**config.mk**
```make
export PLATFORM = sky130hd
export DESIGN_NAME = mem_access_stage
export DESIGN_NICKNAME = d
export VERILOG_FILES = /design/src/rtl/artemis_pkg.sv /design/src/rtl/block_buffer_128.sv /design/src/rtl/mem_access_stage.sv
export SDC_FILE = /design/constraint.sdc
export NUM_CORES = 1
export LEC_CHECK = 0
export ABC_AREA = 1
export CAP_MARGIN = 25
export CORE_ASPECT_RATIO = 1.2
export CORE_MARGIN = 1
export CORE_UTILIZATION = 30
export DETAILED_ROUTE_END_ITERATION = 8
export PLACE_DENSITY = 0.59
export RECOVER_POWER = 25
export SKIP_LAST_GASP = 1
export SYNTH_ARGS = -nofsm -noshare
export SYNTH_HDL_FRONTEND = slang
export SYNTH_SLANG_ARGS = --single-unit
```
**constraint.sdc**
```tcl
create_clock -name Clock -period 2.04 [get_ports Clock]
set_input_delay 0.51 -clock Clock [delete_from_list [all_inputs] [get_ports Clock]]
set_output_delay 0.51 -clock Clock [all_outputs]
set_load 0.05 [all_outputs]
```
**src/rtl/artemis_pkg.sv**
```systemverilog
// Shared constants, FSM encodings and the EX/MEM register payload for the MEM stage.
package artemis_pkg;

  localparam int unsigned DATA_W        = 32;
  localparam int unsigned BLOCK_W       = 128;
  localparam int unsigned BEATS         = BLOCK_W / DATA_W;
  localparam int unsigned BEAT_IDX_W    = 2;
  localparam int unsigned BLOCK_ALIGN_W = 4;
  localparam int unsigned REG_W         = 5;
  localparam int unsigned L16B_W        = 2;
  localparam int unsigned STATE_W       = 3;

  localparam logic [L16B_W-1:0] L16B_NORMAL = 2'b00;
  localparam logic [L16B_W-1:0] L16B_BLOCK  = 2'b01;

  localparam logic [STATE_W-1:0] ST_IDLE  = 3'd0;
  localparam logic [STATE_W-1:0] ST_BEAT0 = 3'd1;
  localparam logic [STATE_W-1:0] ST_BEAT1 = 3'd2;
  localparam logic [STATE_W-1:0] ST_BEAT2 = 3'd3;
  localparam logic [STATE_W-1:0] ST_BEAT3 = 3'd4;
  localparam logic [STATE_W-1:0] ST_DONE  = 3'd5;

  typedef struct packed {
    logic [DATA_W-1:0] result;
    logic [DATA_W-1:0] store_data;
    logic [REG_W-1:0]  reg_dest;
    logic              reg_write;
    logic              mem_read;
    logic              mem_write;
    logic              mem_to_reg;
    logic [L16B_W-1:0] l16b;
    logic              block_sel;
  } exmem_t;

  function automatic logic is_beat(input logic [STATE_W-1:0] s);
    return (s >= ST_BEAT0) && (s <= ST_BEAT3);
  endfunction

endpackage

```
**src/rtl/block_buffer_128.sv**
```systemverilog
// Two 128-bit block buffers written one 32-bit word at a time; word 0 sits in the MSBs.
module block_buffer_128
  import artemis_pkg::*;
(
  input  logic                  clk_i,
  input  logic                  rst_i,
  input  logic                  we_i,
  input  logic                  sel_i,
  input  logic [BEAT_IDX_W-1:0] idx_i,
  input  logic [DATA_W-1:0]     wdata_i,
  output logic [BLOCK_W-1:0]    buf_a_o,
  output logic [BLOCK_W-1:0]    buf_b_o
);

  logic [BLOCK_W-1:0] buf_a_q, buf_a_d;
  logic [BLOCK_W-1:0] buf_b_q, buf_b_d;

  always_comb begin
    buf_a_d = buf_a_q;
    buf_b_d = buf_b_q;
    for (int w = 0; w < int'(BEATS); w++) begin
      if (we_i && (idx_i == BEAT_IDX_W'(w))) begin
        if (sel_i) buf_b_d[BLOCK_W-1-DATA_W*w -: DATA_W] = wdata_i;
        else       buf_a_d[BLOCK_W-1-DATA_W*w -: DATA_W] = wdata_i;
      end
    end
  end

  always_ff @(posedge clk_i) begin
    if (rst_i) begin
      buf_a_q <= '0;
      buf_b_q <= '0;
    end else begin
      buf_a_q <= buf_a_d;
      buf_b_q <= buf_b_d;
    end
  end

  assign buf_a_o = buf_a_q;
  assign buf_b_o = buf_b_q;

endmodule

```
**src/rtl/mem_access_stage.sv**
```systemverilog
// MEM pipeline stage: EX/MEM register, word load/store port and the 4-beat block-load FSM.
module mem_access_stage
  import artemis_pkg::*;
(
  input  logic                Clock,
  input  logic                Reset,
  input  logic [DATA_W-1:0]   Result,
  input  logic [DATA_W-1:0]   StoreData,
  input  logic [REG_W-1:0]    RegDest_In,
  input  logic                RegWrite_In,
  input  logic                MemRead,
  input  logic                MemWrite,
  input  logic                MemToReg_In,
  input  logic [L16B_W-1:0]   L16B,
  input  logic                BlockSel,
  input  logic                Flush,
  output logic [DATA_W-1:0]   DM_Addr,
  output logic [DATA_W-1:0]   DM_WriteData,
  output logic                DM_WriteEn,
  output logic                DM_ReadEn,
  input  logic [DATA_W-1:0]   DM_ReadData,
  output logic [DATA_W-1:0]   FWFromMEM,
  output logic [DATA_W-1:0]   MEM_ReadData,
  output logic [REG_W-1:0]    RegDest_Out,
  output logic                RegWrite_Out,
  output logic                MemToReg_Out,
  output logic                Stall,
  output logic [BLOCK_W-1:0]  RD1_128,
  output logic [BLOCK_W-1:0]  RD2_128,
  output logic                BlockValid
);

  exmem_t                ex_q, ex_d;
  logic [STATE_W-1:0]    state_q, state_d;
  logic                  stall_q, stall_d;
  logic                  valid_q, valid_d;
  logic [BEAT_IDX_W-1:0] beat_idx;
  logic                  word_op;

  // Accept the EX payload unless frozen; block loads never write the register file.
  always_comb begin
    ex_d = ex_q;
    if (!stall_q) begin
      ex_d.result     = Result;
      ex_d.store_data = StoreData;
      ex_d.reg_dest   = RegDest_In;
      ex_d.reg_write  = RegWrite_In && (L16B != L16B_BLOCK);
      ex_d.mem_read   = MemRead;
      ex_d.mem_write  = MemWrite;
      ex_d.mem_to_reg = MemToReg_In;
      ex_d.l16b       = L16B;
      ex_d.block_sel  = BlockSel;
      if (Flush) begin
        ex_d.reg_write = 1'b0;
        ex_d.mem_read  = 1'b0;
        ex_d.mem_write = 1'b0;
        ex_d.l16b      = L16B_NORMAL;
      end
    end
  end

  // Entering BEAT0 coincides with the block load landing in the EX/MEM register.
  always_comb begin
    state_d = state_q;
    case (state_q)
      ST_IDLE, ST_DONE: state_d = (ex_d.l16b == L16B_BLOCK) ? ST_BEAT0 : ST_IDLE;
      ST_BEAT0:         state_d = ST_BEAT1;
      ST_BEAT1:         state_d = ST_BEAT2;
      ST_BEAT2:         state_d = ST_BEAT3;
      ST_BEAT3:         state_d = ST_DONE;
      default:          state_d = ST_IDLE;
    endcase
    stall_d = is_beat(state_d);
    valid_d = (state_d == ST_DONE);
  end

  always_comb begin
    beat_idx = '0;
    case (state_q)
      ST_BEAT1: beat_idx = BEAT_IDX_W'(1);
      ST_BEAT2: beat_idx = BEAT_IDX_W'(2);
      ST_BEAT3: beat_idx = BEAT_IDX_W'(3);
      default:  beat_idx = '0;
    endcase
  end

  always_ff @(posedge Clock) begin
    if (Reset) begin
      ex_q    <= '0;
      state_q <= ST_IDLE;
      stall_q <= 1'b0;
      valid_q <= 1'b0;
    end else begin
      ex_q    <= ex_d;
      state_q <= state_d;
      stall_q <= stall_d;
      valid_q <= valid_d;
    end
  end

  block_buffer_128 u_block_buffer (
    .clk_i   (Clock),
    .rst_i   (Reset),
    .we_i    (stall_q),
    .sel_i   (ex_q.block_sel),
    .idx_i   (beat_idx),
    .wdata_i (DM_ReadData),
    .buf_a_o (RD1_128),
    .buf_b_o (RD2_128)
  );

  // SAD and block-load entries never touch the word port.
  assign word_op = (ex_q.l16b == L16B_NORMAL);

  assign DM_Addr      = stall_q
                      ? ({ex_q.result[DATA_W-1:BLOCK_ALIGN_W], BLOCK_ALIGN_W'(0)} + DATA_W'({beat_idx, 2'b00}))
                      : ex_q.result;
  assign DM_WriteData = ex_q.store_data;
  assign DM_WriteEn   = word_op && ex_q.mem_write;
  assign DM_ReadEn    = stall_q || (word_op && ex_q.mem_read);
  assign MEM_ReadData = (word_op && ex_q.mem_read) ? DM_ReadData : '0;
  assign FWFromMEM    = ex_q.result;
  assign RegDest_Out  = ex_q.reg_dest;
  assign RegWrite_Out = ex_q.reg_write;
  assign MemToReg_Out = ex_q.mem_to_reg;
  assign Stall        = stall_q;
  assign BlockValid   = valid_q;

endmodule
```
### Nets reached from selected ports, run 1

The bar under the picture is 50 um long.
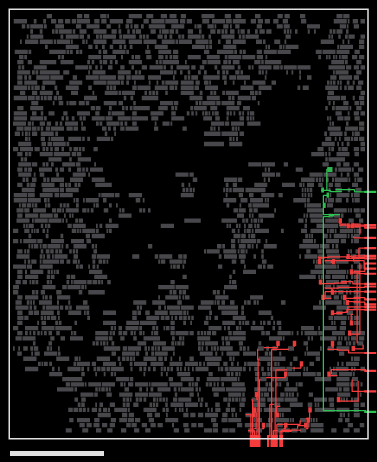
| port | colour | direction | edge | end cells | buffers | wire |
|---|---|---|---|---|---|---|
| L16B | green | input | right | 4 | 2 | 195 um |
| StoreData | red | input | 19 right, 13 bottom | 32 | 32 | 866 um |
PortBufs: 505
io pins: 506

### Congestion heat map, run 1

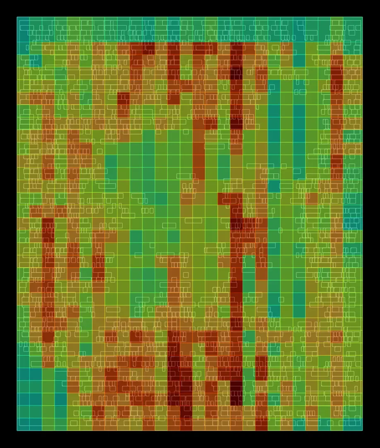
Total Routing Usage GR: 23.5%
grt met2 use: 41.5%
met3 Usage GRT: 6.40%

### PDN straps and rails, run 1

The bar under the picture is 50 um long. Pins as bars on the die edge.
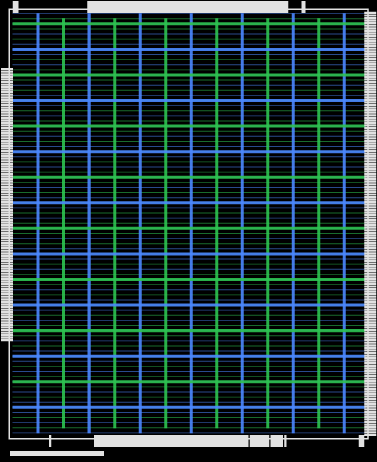
| net | colour |
|---|---|
| VSS | blue |
| VDD | green |
met5 straps: 16
signal pins: 506
Die Width: 190 um
die y size: 228 um
worst vdd ir: 0.746 mV

==> CHANGELOG.md, run 1 <==
## Flow update

- Final setup vio count: 35
- Yosys Chip Area: 12,700 um2
- Routability cong.: ~0.85
- Number of cells on the worst reg-to-reg path: 6
- Grt total ovfl: 0
- DR vias: 12.6k
- CP arrival: between 1.5 and 2 ns
- Run status: complete, but fails checks
- Slew Viols, Final: 138
- Most common logic cell in the routed design: dfxtp_1
- DR iter-0 viols: around 750
- Clock tree buffer depth: 3
- Crit path time final: 2.13 ns
- Antenna diodes: 0
- Top logic family: simple AND/OR/NAND/NOR gates
- Initial antenna violation count: 1
- Residual DRC count: 0
- Chip area: ~43,000 um2
- Insertion Delay late pin: about 0.52 ns
- Post-synthesis instance total: about 1.6k
- MaxCap Viol Count: 1
- Synth cell types: 21
- Slew @ Worst Pin: about 1.6 ns
- Clock transition at path regs: approximately 0.060 ns
- Mux frac, synth: 0%
- Cell count in the Yosys report: ~1.6k
- Proportion of layout cells with a drive suffix above 1: about a fifth
- R2R setup slack: about 0.18 ns
- Core footprint: 41,900 um2
- Worst setup endpoint: MEM_ReadData[26]
- Cell Count Post-Placement: approximately 2.5k
- Seq/Total Area, Yosys: between 50% and 60%
- Routed WL: ~53 mm
- Layout area overhead: 51.3%
- Failing checks: max-capacitance violations, max-slew violations, negative setup slack
- RSZ-0062 raised after global routing: true
- Finished Cell Area: a little under 20,000 um2
- Final worst slack: -0.0875 ns
- Final Net Count: between 2k and 2.5k
- CTS tree: built
- CTS root buf: clkbuf_16
- Hold buffers post-CTS: 0
- WL/cell: approximately 21 um
- # rows: between 80 and 90
- Top cells excl fill/tap: dfxtp_1, a21oi_1, buf_4, nor2_1, o21ai_0
- Largest net degree at the start of global routing: between 100 and 150
- Overall power: between 20 and 25 mW
- Routed Antenna Nets: 0
- Vias in the first global route: ~12k
- Final Cycle Share: 104%
-- run 1: registers in the layout (all words and copies together) (netlist names) --
| name | cells |
|---|---|
| FWFromMEM | 32 |
| RegDest_Out | 5 |
| Stall | 1 |
| BlockValid | 1 |
| MemToReg_Out | 1 |
| ex_q | 5 |
| u_block_buffer.buf_b_o | 128 |
| DM_WriteData | 32 |
| u_block_buffer.buf_a_o | 128 |
| RegWrite_Out | 1 |
| state_q | 3 |
-- run 1: repair_timing --
item / in CTS / in global routing
cloned: 2 / 3
pin swaps: 1 / 5
setup endpoints to repair: 220 / 40
hold endpoints to repair: 0 / 0
resized: 207 / 63
setup buffers: 3 / 2
-- run 1: logic make-up (layout without fill, tap and decap cells) --
family,after synthesis,in the layout
buf+inv,275,723
compound gates,436,436
flops,337,337
simple gates,538,538
-- run 1: Yosys cell counts --
library cell    n  share of area [%]
dfxtp_1       337                 53
nor2_1        246                7.3
a21oi_1       233                9.2
o21ai_0       196                7.7
nand2_1       152                4.5
buf_4         106                6.2
nand3_1        66                2.6
clkbuf_1       65                1.9
nand4_1        64                3.1
buf_2          47                1.8
inv_1          47                1.4
o21ai_1         6               0.24
clkbuf_2        4               0.16
inv_2           4               0.12
nand2_2         4               0.20
nor2_4          3               0.27
buf_1           2              0.059
nand3_2         1              0.079
nor2_2          1              0.049
nor3b_1         1              0.059
o211ai_1        1              0.059
-- run 1: layout make-up --
cell class,instances,area [um2]
Clock buffer,52,1010
Clock inverter,12,285
Fill cell,4168,22600
Inverter,51,191
Multi-Input combinational cell,974,4750
Sequential cell,337,6760
Tap cell,546,683
Timing Repair Buffer,608,5590
-- run 1: metal layers --
metal / global-route usage (%) / routed length (um)
met5: 0 / 0
met3: 6.40 / 4290
met1: 25.7 / 19900
met4: 11.8 / 2620
met2: 41.5 / 26500
-- run 1: power breakdown --
part | total (mW) | switching (mW) | internal (mW)
registers | 7.52 | 0.362 | 7.16
clock network | 7.30 | 2.71 | 4.59
logic | 6.42 | 4.60 | 1.82
total | 21.2 | 7.67 | 13.6
-- run 1: worst min path at each step --
| stage | start | end | slack, ns | cells after the start |
|---|---|---|---|---|
| 5_1_grt | u_block_buffer.buf_a_o[127] | u_block_buffer.buf_a_o[127] | 0.47 | 2 |
| 2_1_floorplan | ex_q[4] | ex_q[4] | 0.44 | 2 |
| 3_3_place_gp | u_block_buffer.buf_b_o[13] | u_block_buffer.buf_b_o[13] | 0.45 | 2 |
| 4_1_cts | Reset | u_block_buffer.buf_b_o[52] | 0.45 | 4 |
| 6_report | u_block_buffer.buf_b_o[100] | u_block_buffer.buf_b_o[100] | 0.46 | 2 |
| 3_5_place_dp | u_block_buffer.buf_b_o[100] | u_block_buffer.buf_b_o[100] | 0.45 | 2 |
-- run 1: worst max-delay path: stages, from the launching register on --
cell and delay [ns]:
dfxtp_2 0.34, nor2_4 0.13, nand2_4 0.12, clkbuf_16 0.23, nor2_4 0.13, buf_12 0.14
-- run 1: through the flow --
stage / TNS, ns / util (%)
global placement: -1.63 / 42.8
global route: -8.15 / 46.0
detailed placement: -1.63 / 42.8
floorplan: -0.144 / -
finish: -2.18 / 46.0
CTS: -4.93 / 45.7
### Cells coloured by class, run 1

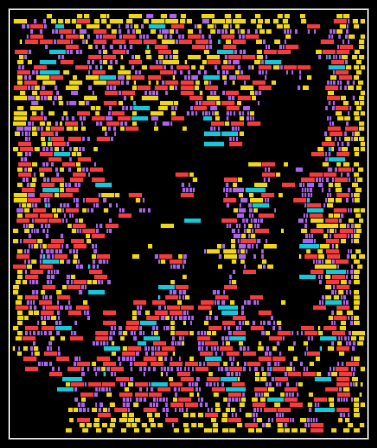

==> run 2, diff against run 1 <==
Settings changed: SKIP_CTS_REPAIR_TIMING from default to 1.
### Cells coloured by class, run 2

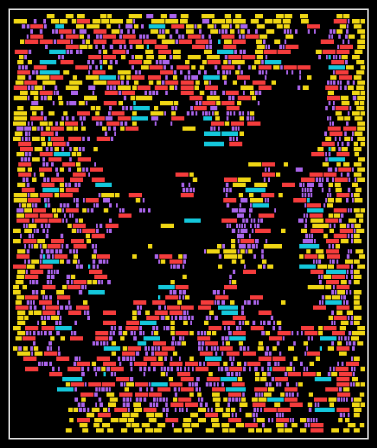
| class | colour | cells |
|---|---|---|
| clock drivers and dummy loads | cyan | 64 |
| sequential cells | red | 337 |
| remaining buffers and delay cells | yellow | 604 |
| combinational and other logic | purple | 1,025 |

==> run 2 against run 1 <==
  * The run ends with negative setup slack left
  * Flip-flop count unchanged
  * Final area rose by 4.0%
  * Combinational power grew 3.6%
  * Synthesized cell count is the same
  * Area after synthesis stayed put
  * Sequential power is essentially flat
  * Die area is the same
  * Global-route usage decreased by 0.41 points
  * Critical endpoint is now MEM_ReadData[27]
  * Largest cell class unchanged
  * Highest routed layer unchanged
==> CHANGELOG.md, run 2 <==
## Flow update

- Run status: complete, but fails checks
- Failing checks: negative setup slack
- DR iter-0 viols: 710 (-5.3%)
- RSZ-0062 raised after global routing: true
- Post-synthesis instance total: 1,586 (unchanged)
- Cell family with most CP delay: simple AND/OR/NAND/NOR gates
- Routed WL: 53.7 mm (+0.82%)
- Combinational gate area: 4700 um2 (-1.1%)
- Crit path from: ex_q[1]
- NetSw: 7.69 mW (+0.24%)
- Grt total ovfl: 0 (unchanged)
- Count of library flops with an enable pin: 0 (unchanged)
- Fillers: 3,997 (-4.1%)
- Final Net Count: 2,116 (-0.19%)
- Residual DRC count: 0 (unchanged)
- Top cells by count: dfxtp_1, nor2_1, a21oi_1
- Total Routing Usage GR: 23.0% (-0.41 points)
- Cell Count Post-Placement: 2,506 (unchanged)
- Synth cell types: 21 (unchanged)
- Worst-path cell chain: nor2_4 > nand2_4 > buf_12 > nor2_1 > buf_12
- Launch point of the worst hold path: u_block_buffer.buf_b_o[100]
- DRT Pass-1 Iters: 7
- Fraction of registers with async set/reset: 0% (unchanged)
- Worst path bufs/invs: 2 (unchanged)
- H-tree depth: 2
- PortBufs: 505 (unchanged)
- Seq/Total Area, Yosys: 53.0% (unchanged)
- Final worst slack: -0.153 ns (-0.0651 ns)
- Insertion Delay late pin: 0.52 ns (about the same)
- Most frequent CP cell: buf_12
- Routed Antenna Nets: 0 (unchanged)
- Final setup vio count: 35 (unchanged)
- Reg area: 6760 um2 (unchanged)
- Most common logic cell in the routed design: dfxtp_1
- Vias per inst: 4.87
- Vias in the first global route: 12.0k (-0.65%)
- Initial antenna violation count: 1 (unchanged)
- Top-area cell share: 53.0% (unchanged)
- Slew Viols, Final: 0 (-100%)
- Worst hold path type: reg2reg
- Total internal power: 13.8 mW (+1.6%)
- DR vias: 12.6k (unchanged)
- CTS tree: built
- F_max: 456 MHz
- # rows: 82 (unchanged)
- Die y size: 228 um (unchanged)
- Clock transition at path regs: 0.06 ns (about the same)
- Final Hold Vio Count: 0
- Chip area: 43,300 um2 (unchanged)
- MaxCap Viol Count: 0 (-1)
- Clock power frac: 34.0% (-0.4 points)
- Leading area contributor after synthesis: dfxtp_1
- Pre-Place Util: 30.4%
- Overall power: 21.5 mW (+1.1%)
- Slew @ Worst Pin: 0.673 ns (-0.974 ns)
- Largest net degree at the start of global routing: 138 (unchanged)
- Top cells excl fill/tap: dfxtp_1, buf_4, a21oi_1, nor2_1, o21ai_0
- Layout area overhead: 57.4%
- Routability cong.: 0.853 (unchanged)
- Clock tree buffer depth: 3 (unchanged)
- WL/cell: 20.8 um (+0.98%)
- Hpwl dp: 36.5 mm
- Final Cycle Share: 107% (+3.2 points)
- CP max stage delay: 0.34 ns (about the same)
- Ys flop type: dfxtp_1
- Switching share of total power: 35.8% (-0.32 points)
- Syn. warnings: 0
- Count leader, synth: dfxtp_1
- Io pins: 506 (unchanged)
- First-pass GRT wire length: ~75 mm
- CP arrival: 1.68 ns (+0.06 ns)
- Proportion of layout cells with a drive suffix above 1: 20.6% (+0.38 points)
- Average size of a mapped cell: between 8 and 9 um2
- Critical path's slowest cell: dfxtp_2
- CTS root buf: clkbuf_16
- Crit path time final: 2.19 ns (+0.0651 ns)
- Cell count in the Yosys report: 1,586 (unchanged)
- Final Non-Filler Cells: roughly 2.6k
- Seq pwr share: 35.1% (-0.3 points)
- Yosys Chip Area: 12,700 um2 (unchanged)
- CTS buffer count: 37
- Leakage: approximately 11 nW
- Worst vdd ir: 0.699 mV (-6.3%)
- Antenna diodes: 0 (unchanged)
- Die Width: 190 um (unchanged)
- Biggest area cells: dfxtp_1, a21oi_1, o21ai_0
- Logic gate share of total power: 30.9% (+0.7 points)
### Placement density heat map, run 2

The bar under the picture is 50 um long. 19 x 23 tiles, from black (low) to pale yellow (high), 0 to 100% covered.
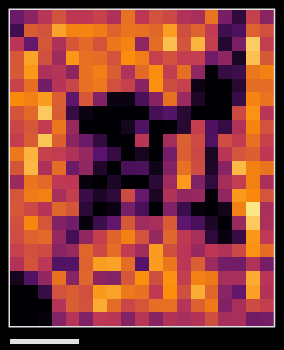
mean over tiles: 45%
tiles over 75% full: 8.7%
nearly empty tiles: 9.4%
fullest tile: 95%
emptiest ninth of the die: centre
core footprint: 41,900 um2
utilization after layout: 47.9%

==> run 2: cell counts after synthesis <==
No cell type changed its count.
==> run 2: area by class of cell <==
cell class / count / share of cell area, %
multi-input combinational: 974 / 23.4
tap: 546 / 3.41
clock buffer: 52 / 5.05
clock inverter: 12 / 1.42
inverter: 51 / 0.968
sequential: 337 / 33.7
timing repair buffer: 604 / 32.0
==> run 2: through the flow <==
step / TNS [ns] / instance area (um2) / hold slack (ns) / setup slack, ns
global placement: -1.63 / 17900 / 0.448 / -0.190
detailed placement: -1.63 / 17900 / 0.451 / -0.183
CTS: -36.07 / 19200 / 0.448 / -0.233
global route: -5.28 / 20000 / 0.474 / -0.227
floorplan: -0.144 / 12700 / 0.439 / -0.0721
finish: -2.69 / 20000 / 0.458 / -0.153
==> run 2: metal layers <==
metal	up-vias	routed length (um)	GRT usage, %	part of all wire (%)
met5	-	0	0	0
met4	0	2620	11.0	4.9
met3	113	4530	6.56	8.4
met2	522	26700	40.5	50
met1	5890	19800	25.5	37
li1	6031	-	-	-
==> run 2: path summary, 6_finish.rpt <==
kind	endpoint	slack, ns	cells past startpoint
min reg2reg	u_block_buffer.buf_b_o[100]	0.46	2
max	MEM_ReadData[27]	-0.15	5
min	u_block_buffer.buf_b_o[100]	0.46	2
max reg2reg	u_block_buffer.buf_b_o[59]	0.16	8
==> run 2: cell families after synthesis <==
| logic type | synth area share, % |
|---|---|
| flops | 53.0 |
| compound gates | 17.2 |
| buf+inv | 11.7 |
| simple gates | 18.1 |
==> run 2: power by group through the flow <==
stage          Sequential (mW)  Clock (mW)  Combinational (mW)
2_1_floorplan             8.42           0                3.72
3_3_place_gp              7.61           0                6.44
3_5_place_dp              7.63           0                6.47
4_1_cts                   7.50        7.45                6.48
5_1_grt                   7.59        7.70                7.00
6_report                  7.53        7.30                6.65
==> run 2: tightest hold or removal path: cells and delay by family, from the launching register on <==
kind	cells	cell delay, ns
and+or+nand+nor	1	0.06
DFF	1	0.30
AOI/OAI and AO/OA	1	0.05
Power figures rest on the tool's default switching activity, not on a simulated workload.
